[config.mk]
export PLATFORM = sky130hd
export DESIGN_NAME = apb_mem_slave
export DESIGN_NICKNAME = d
export VERILOG_FILES = /design/src/rtl/apb_mem_slave.sv
export SDC_FILE = /design/constraint.sdc
export NUM_CORES = 1
export LEC_CHECK = 0
export CORE_ASPECT_RATIO = 1.75
export CORE_UTILIZATION = 50
export DETAILED_ROUTE_END_ITERATION = 8
export PLACE_DENSITY = 0.78
export SLEW_MARGIN = 20
export SYNTH_ARGS = -nofsm -noshare
export SYNTH_HDL_FRONTEND = slang
export SYNTH_SLANG_ARGS = --single-unit
[constraint.sdc]
create_clock -name PCLK -period 3.8 [get_ports PCLK]
set_input_delay 0.76 -clock PCLK [delete_from_list [all_inputs] [get_ports PCLK]]
set_output_delay 0.76 -clock PCLK [all_outputs]
set_load 0.02 [all_outputs]
[src/rtl/apb_mem_slave.sv]
// -----------------------------------------------------------------------------
// apb_mem_slave
//
// APB slave with a 64 x 8-bit register file. The slave sits downstream of an
// APB master and answers its select / enable / write strobes. Each transfer
// inserts a programmable number of wait states before PREADY rises. Transfers
// aimed at another slave (PADDR[6] != SLAVE_SEL) or writes into the read-only
// upper window (word address >= RO_BASE) complete with PSLVERR set and have no
// effect on memory. A sticky proto_err flag records protocol violations, and
// xfer_count counts every completed transfer, including errored ones.
//
// Parameters:
//   WAIT_STATES  access-phase cycles with PREADY low before PREADY rises (0..15)
//   SLAVE_SEL    value of PADDR[6] owned by this instance
//   RO_BASE      first read-only word address
//
// Ports:
//   PCLK        in   1  clock, all logic on the rising edge
//   PRESET      in   1  synchronous active-high reset
//   PSEL        in   1  slave select from the master
//   PENABLE     in   1  access-phase strobe
//   PWRITE      in   1  1 = write, 0 = read
//   PADDR       in   7  [6] slave-select bit, [5:0] word address
//   PWDATA      in   8  write data
//   PRDATA      out  8  read data, non-zero only in the PREADY cycle of a read
//   PREADY      out  1  transfer-complete handshake
//   PSLVERR     out  1  slave error, only ever high together with PREADY
//   proto_err   out  1  sticky protocol-violation flag, cleared only by reset
//   xfer_count  out  8  completed-transfer counter, wraps 255 -> 0
// -----------------------------------------------------------------------------
module apb_mem_slave #(
  parameter int unsigned WAIT_STATES = 1,
  parameter logic        SLAVE_SEL   = 1'b1,
  parameter logic [5:0]  RO_BASE     = 6'd48
) (
  input  logic       PCLK,
  input  logic       PRESET,
  input  logic       PSEL,
  input  logic       PENABLE,
  input  logic       PWRITE,
  input  logic [6:0] PADDR,
  input  logic [7:0] PWDATA,
  output logic [7:0] PRDATA,
  output logic       PREADY,
  output logic       PSLVERR,
  output logic       proto_err,
  output logic [7:0] xfer_count
);

  typedef enum logic {
    IDLE   = 1'b0,
    ACCESS = 1'b1
  } state_t;

  // The wait counter is 4 bits wide, so WAIT_STATES is meaningful in 0..15.
  localparam logic [3:0] WAIT_INIT = 4'(WAIT_STATES);

  state_t     state_q, state_d;
  logic [3:0] waitCnt_q, waitCnt_d;
  logic [5:0] addr_q, addr_d;
  logic       write_q, write_d;
  logic [7:0] wdata_q, wdata_d;
  logic       err_q, err_d;
  logic [7:0] readData_q, readData_d;
  logic       protoErr_q, protoErr_d;
  logic [7:0] xferCount_q, xferCount_d;

  logic [7:0] mem_q [64];
  logic       memWe;

  logic       ready;
  logic       setupErr;
  logic [7:0] setupRead;

  // Error classification and read data are both decided from the live bus in
  // the setup cycle. Only these latched copies are used afterwards, so any
  // movement on PADDR / PWRITE / PWDATA during the access phase is ignored.
  // Reading memory at setup time is safe for write-then-read sequences: the
  // write commits on the completion edge, one edge before the next setup.
  always_comb begin
    setupErr  = (PADDR[6] != SLAVE_SEL) | (PWRITE & (PADDR[5:0] >= RO_BASE));
    setupRead = 8'h00;
    if (!PWRITE && !setupErr) begin
      setupRead = mem_q[PADDR[5:0]];
    end
  end

  // PREADY is purely a function of registered state, which keeps it free of
  // combinational paths from the bus inputs.
  always_comb begin
    ready = (state_q == ACCESS) && (waitCnt_q == 4'd0);
  end

  // Next-state logic for the IDLE / ACCESS handshake. Everything holds by
  // default. A setup phase (PSEL=1, PENABLE=0) always re-latches the request
  // and restarts the wait counter. In ACCESS this also happens when the
  // master restarts a transfer without finishing it; that restart is flagged
  // as a protocol error but the new request is still served. Dropping PSEL
  // mid-transfer abandons the request without touching memory or the
  // transfer counter. The memory write itself is requested here and
  // performed by the memory process so both see the same completion condition.
  always_comb begin
    state_d     = state_q;
    waitCnt_d   = waitCnt_q;
    addr_d      = addr_q;
    write_d     = write_q;
    wdata_d     = wdata_q;
    err_d       = err_q;
    readData_d  = readData_q;
    protoErr_d  = protoErr_q;
    xferCount_d = xferCount_q;
    memWe       = 1'b0;

    unique case (state_q)
      IDLE: begin
        if (PSEL && !PENABLE) begin
          addr_d     = PADDR[5:0];
          write_d    = PWRITE;
          wdata_d    = PWDATA;
          err_d      = setupErr;
          readData_d = setupRead;
          waitCnt_d  = WAIT_INIT;
          state_d    = ACCESS;
        end else if (PSEL && PENABLE) begin
          protoErr_d = 1'b1;
        end
      end

      ACCESS: begin
        if (!PSEL) begin
          protoErr_d = 1'b1;
          state_d    = IDLE;
        end else if (!PENABLE) begin
          protoErr_d = 1'b1;
          addr_d     = PADDR[5:0];
          write_d    = PWRITE;
          wdata_d    = PWDATA;
          err_d      = setupErr;
          readData_d = setupRead;
          waitCnt_d  = WAIT_INIT;
        end else if (waitCnt_q != 4'd0) begin
          waitCnt_d = waitCnt_q - 4'd1;
        end else begin
          memWe       = write_q & ~err_q;
          xferCount_d = xferCount_q + 8'd1;
          state_d     = IDLE;
        end
      end

      default: begin
        state_d = IDLE;
      end
    endcase
  end

  // Control and status registers. Reset is synchronous and takes priority
  // over any transfer in progress.
  always_ff @(posedge PCLK) begin
    if (PRESET) begin
      state_q     <= IDLE;
      waitCnt_q   <= 4'd0;
      addr_q      <= 6'd0;
      write_q     <= 1'b0;
      wdata_q     <= 8'h00;
      err_q       <= 1'b0;
      readData_q  <= 8'h00;
      protoErr_q  <= 1'b0;
      xferCount_q <= 8'h00;
    end else begin
      state_q     <= state_d;
      waitCnt_q   <= waitCnt_d;
      addr_q      <= addr_d;
      write_q     <= write_d;
      wdata_q     <= wdata_d;
      err_q       <= err_d;
      readData_q  <= readData_d;
      protoErr_q  <= protoErr_d;
      xferCount_q <= xferCount_d;
    end
  end

  // Register file. Reset clears every word, and because reset wins, a write
  // that would complete on a reset edge is dropped.
  always_ff @(posedge PCLK) begin
    if (PRESET) begin
      for (int i = 0; i < 64; i++) begin
        mem_q[i] <= 8'h00;
      end
    end else if (memWe) begin
      mem_q[addr_q] <= wdata_q;
    end
  end

  // Bus outputs are gated by PREADY so that read data and the slave error are
  // only visible in the completion cycle. Writes always present zero data.
  always_comb begin
    PREADY     = ready;
    PRDATA     = (ready && !write_q) ? readData_q : 8'h00;
    PSLVERR    = err_q & ready;
    proto_err  = protoErr_q;
    xfer_count = xferCount_q;
  end

endmodule

==> flow_summary.toml, run 1 <==
# yosys + openroad results
[placement]
placed_cell_area_um2 = 26400
place_ws_ps = 36.5
port_buffers = 38

[final_layout]
finalNetCount = 1792
syn2layout_area_growth_pct = 10.9
diodes = 0
largest_reg_flops = 512
lay_top_cells = "and2_1 (523), edfxtp_1 (512), mux4_2 (128)"
nFillCells = 3794
area.combinational_um2 = 8590
fin_area_um2 = 28000

[global_route]
grt_pass1_wl_um = 90500
met2_usage_pct = 43.6
grt.busiest_layer = "met2"

[synthesis]
ys.flops = 550
flop_cell = "edfxtp_1"
synth_stat.cells = 1740
syn_area_um2 = 25200
postSynth.asyncResetShare_pct = 0
avgSynthCellArea_um2 = 14.5
topCombFamilyByArea = "simple AND/OR/NAND/NOR gates"
common_cells = "and2_1 (523), edfxtp_1 (512), mux4_2 (128), nor2_1 (97), clkbuf_1 (85)"
adder_share_pct = 0.149
ys_sh_mux_pct = 12.7
largest_area_cell = "edfxtp_1"
syn_inst = 1740
simple_gate_share_pct = 18.8
postSynthSeqShare_pct = 64.0

[setup_path]
crit_cells = 7
start_kind = "flop"
worstPathMaxFanout = 8
critPathCapture = "PRDATA[4]"
required_ps = 3040
path_class = "reg2out"
r2r_cells = 7
crit_top_cell = "and2_1"
worst-path-buf-inv = 2

[timing]
worst_slack_ps = 261
fin_setup_tns_ps = 0
finalHoldViolCount = 0
rsz0062_at_grt = "no"
final-setup-viol-count = 0
fin_hold_ws_ps = 487
drv_slew = 0

[power]
pwr-share-comb_pct = 5.8
power_frac_clock_pct = 38.8
p_seq_share_pct = 55.4
p_leak_uw = 0.0101
p_seq_uw = 6940
fin_total_pwr_uw = 12500
pg_clk_uw = 4860
p_sw_uw = 2770
power_leader = "registers"

[die]
tap_cells = 660
die_height_um = 299
die_w_um = 172

[flow_run]
warning_count = 27
cap_violations = 0

[route]
drtPass1Iterations = 6
wl_per_cell_um = 24.8
met1Wirelength_um = 19900
wl_met3_um = 3570
highest_layer = "met4"

[status]
status = "completed"

[clocking]
clockRootBuffer = "clkbuf_16"
cts.path.max_buffers = 3
cts_buffers = 48
cts_hold_buf = 0
clk_pin_slew_ps = 70

[hold_path]
holdPathStages = 2
min_to = "xfer_count[7]"
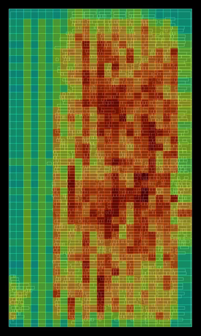
(run_1/final_congestion.png)
M3 GR Usage: 3.25%
gr usage total: 24.4%

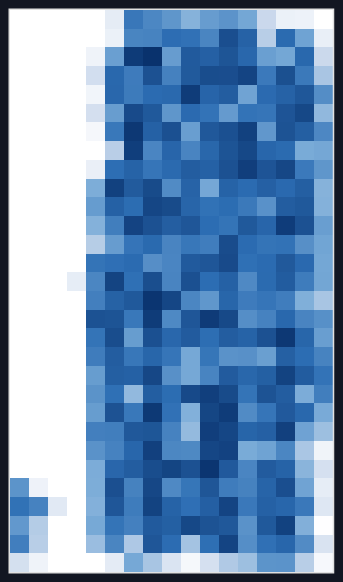
(run_1/density.png)
17 x 30 tiles, from white (low) to dark blue (high), 0 to 100% covered.
fullest tile	99%
mean over tiles	53%
emptiest ninth of the die	top left
Core Region: 49700 µm²
final core utilization: 56.3%
Initial Util: 50.7%

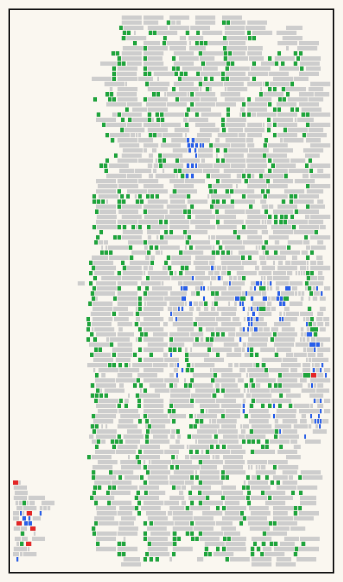
(run_1/gate_families.png)
color	family	cells	most used
blue	NAND gates	100	nand2_1
green	AND and OR gates	600	and2_1
red	XOR/XNOR gates	6	xor2_1
Comb/total area: 30.7%
Finished Layout Cells: 2467
Commonest Layout Cell: and2_1

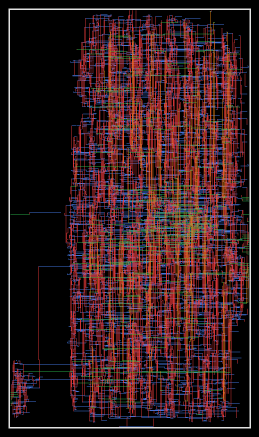
(run_1/metal_stack.png)
color	layer	wire length
blue	met1	19900 µm
green	met3	3570 µm
red	met2	32.4 mm
orange	met4	5380 µm

==> run_1/met2.png <==
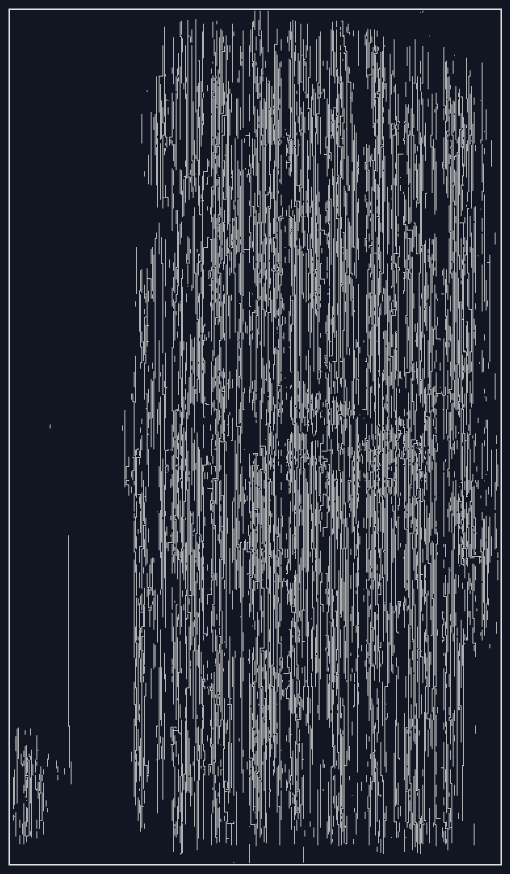

==> run 1 -> run 2 <==
--- a/config.mk
+++ b/config.mk
@@ -7,8 +7,9 @@
 export LEC_CHECK = 0
 export CORE_ASPECT_RATIO = 1.75
 export CORE_UTILIZATION = 50
+export CTS_CLUSTER_SIZE = 16
 export DETAILED_ROUTE_END_ITERATION = 8
-export PLACE_DENSITY = 0.78
+export PLACE_DENSITY_LB_ADDON = 0.15
 export SLEW_MARGIN = 20
 export SYNTH_ARGS = -nofsm -noshare
 export SYNTH_HDL_FRONTEND = slang
==> constraint.sdc (replaced) <==
create_clock -name PCLK -period 3.6 [get_ports PCLK]
set_input_delay 0.72 -clock PCLK [delete_from_list [all_inputs] [get_ports PCLK]]
set_output_delay 0.72 -clock PCLK [all_outputs]
set_load 0.02 [all_outputs]
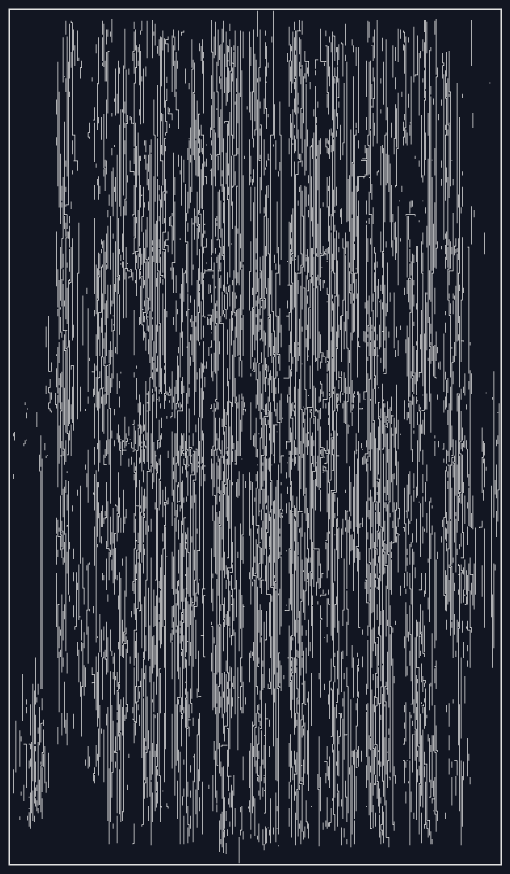
(run_2/met2.png)
share of all routed wire	53%
nets with wire on the layer	1547
wire length on this layer	33.8 mm
main direction	vertical

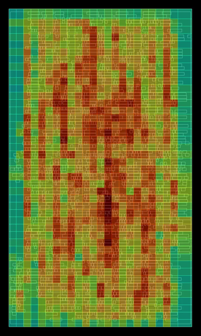
(run_2/final_congestion.png)
gr busiest metal: met2
final core utilization: 57.0%
gr usage total: 25.8%

==> flow_summary.toml, run 2 <==
# yosys + openroad results
[hold_path]
holdPathStages = 2
min_to = "proto_err"

[synthesis]
flop_cell = "edfxtp_1"
synth_stat.cells = 1740
avgSynthCellArea_um2 = 14.5
syn_area_um2 = 25200
ys.flops = 550
simple_gate_share_pct = 18.8
yosysWarnings = 0
common_cells = "and2_1 (523), edfxtp_1 (512), mux4_2 (128), nor2_1 (97), clkbuf_1 (85)"
syn_nets = 1763
postSynth.asyncResetShare_pct = 0
postSynthSeqShare_pct = 64.0
ys_sh_mux_pct = 12.7
syn_inst = 1740
adder_share_pct = 0.149
largest_area_cell = "edfxtp_1"

[final_layout]
seq_share_pct = 57.0
comb_area_share_pct = 30.3
syn2layout_area_growth_pct = 12.4
nNonClkBuffers = 131
inverters = 4
final_cells = 2506
nFillCells = 4034
largest_reg_flops = 512
layout.cells.most_common = "and2_1"
finalNetCount = 1829
num-multi-input-gates = 1069
fin_area_um2 = 28400
area.combinational_um2 = 8600
diodes = 0
lay_top_cells = "and2_1 (523), edfxtp_1 (512), mux4_2 (128)"

[timing]
fin_crit_sh_pct = 94.9
rsz0062_at_grt = "no"
drv_slew = 0
finalHoldViolCount = 0
fin_hold_ws_ps = 488
worst_slack_ps = 185
final-setup-viol-count = 0

[clocking]
cts_buffers = 50
cts.path.max_buffers = 3
clockRootBuffer = "clkbuf_16"
clk_pin_slew_ps = 70
cts_hold_buf = 0

[die]
core_um2 = 49700
die_w_um = 172
initCoreUtil_pct = 50.7
tap_cells = 660
die_height_um = 299

[global_route]
grt-ovfl-total = 0
grt_pass1_wl_um = 95700
use_met3_pct = 3.01
met2_usage_pct = 46.1

[setup_path]
path_class = "reg2out"
crit_chain = "inv_1 > ha_1 > nor3b_1 > and2_1 > nor2b_4 > and2_1 > clkdlybuf4s50_1"
r2r_cells = 7
critPathCapture = "PRDATA[5]"
crit_top_cell = "and2_1"
worst-path-buf-inv = 2
required_ps = 2880
worstPathMaxFanout = 8
crit_cells = 7

[flow_run]
warning_count = 27
cap_violations = 0

[status]
status = "completed"

[power]
ir_worst_vdd_mv = 0.348
p_seq_share_pct = 54.0
power_leader = "registers"
p_seq_uw = 7320
p_leak_uw = 0.0103
p_sw_uw = 2980
fin_total_pwr_uw = 13600
power_frac_clock_pct = 40.2
pg_comb_uw = 790
pwr-share-comb_pct = 5.8

[placement]
port_buffers = 38
place_ws_ps = 302
placed_cell_area_um2 = 26700

[route]
met1Wirelength_um = 23600
final_antenna_net_count = 0
drtPass1Iterations = 5
wl_per_cell_um = 25.3
wl_met3_um = 3090
Power is estimated from default activity; no workload was simulated.
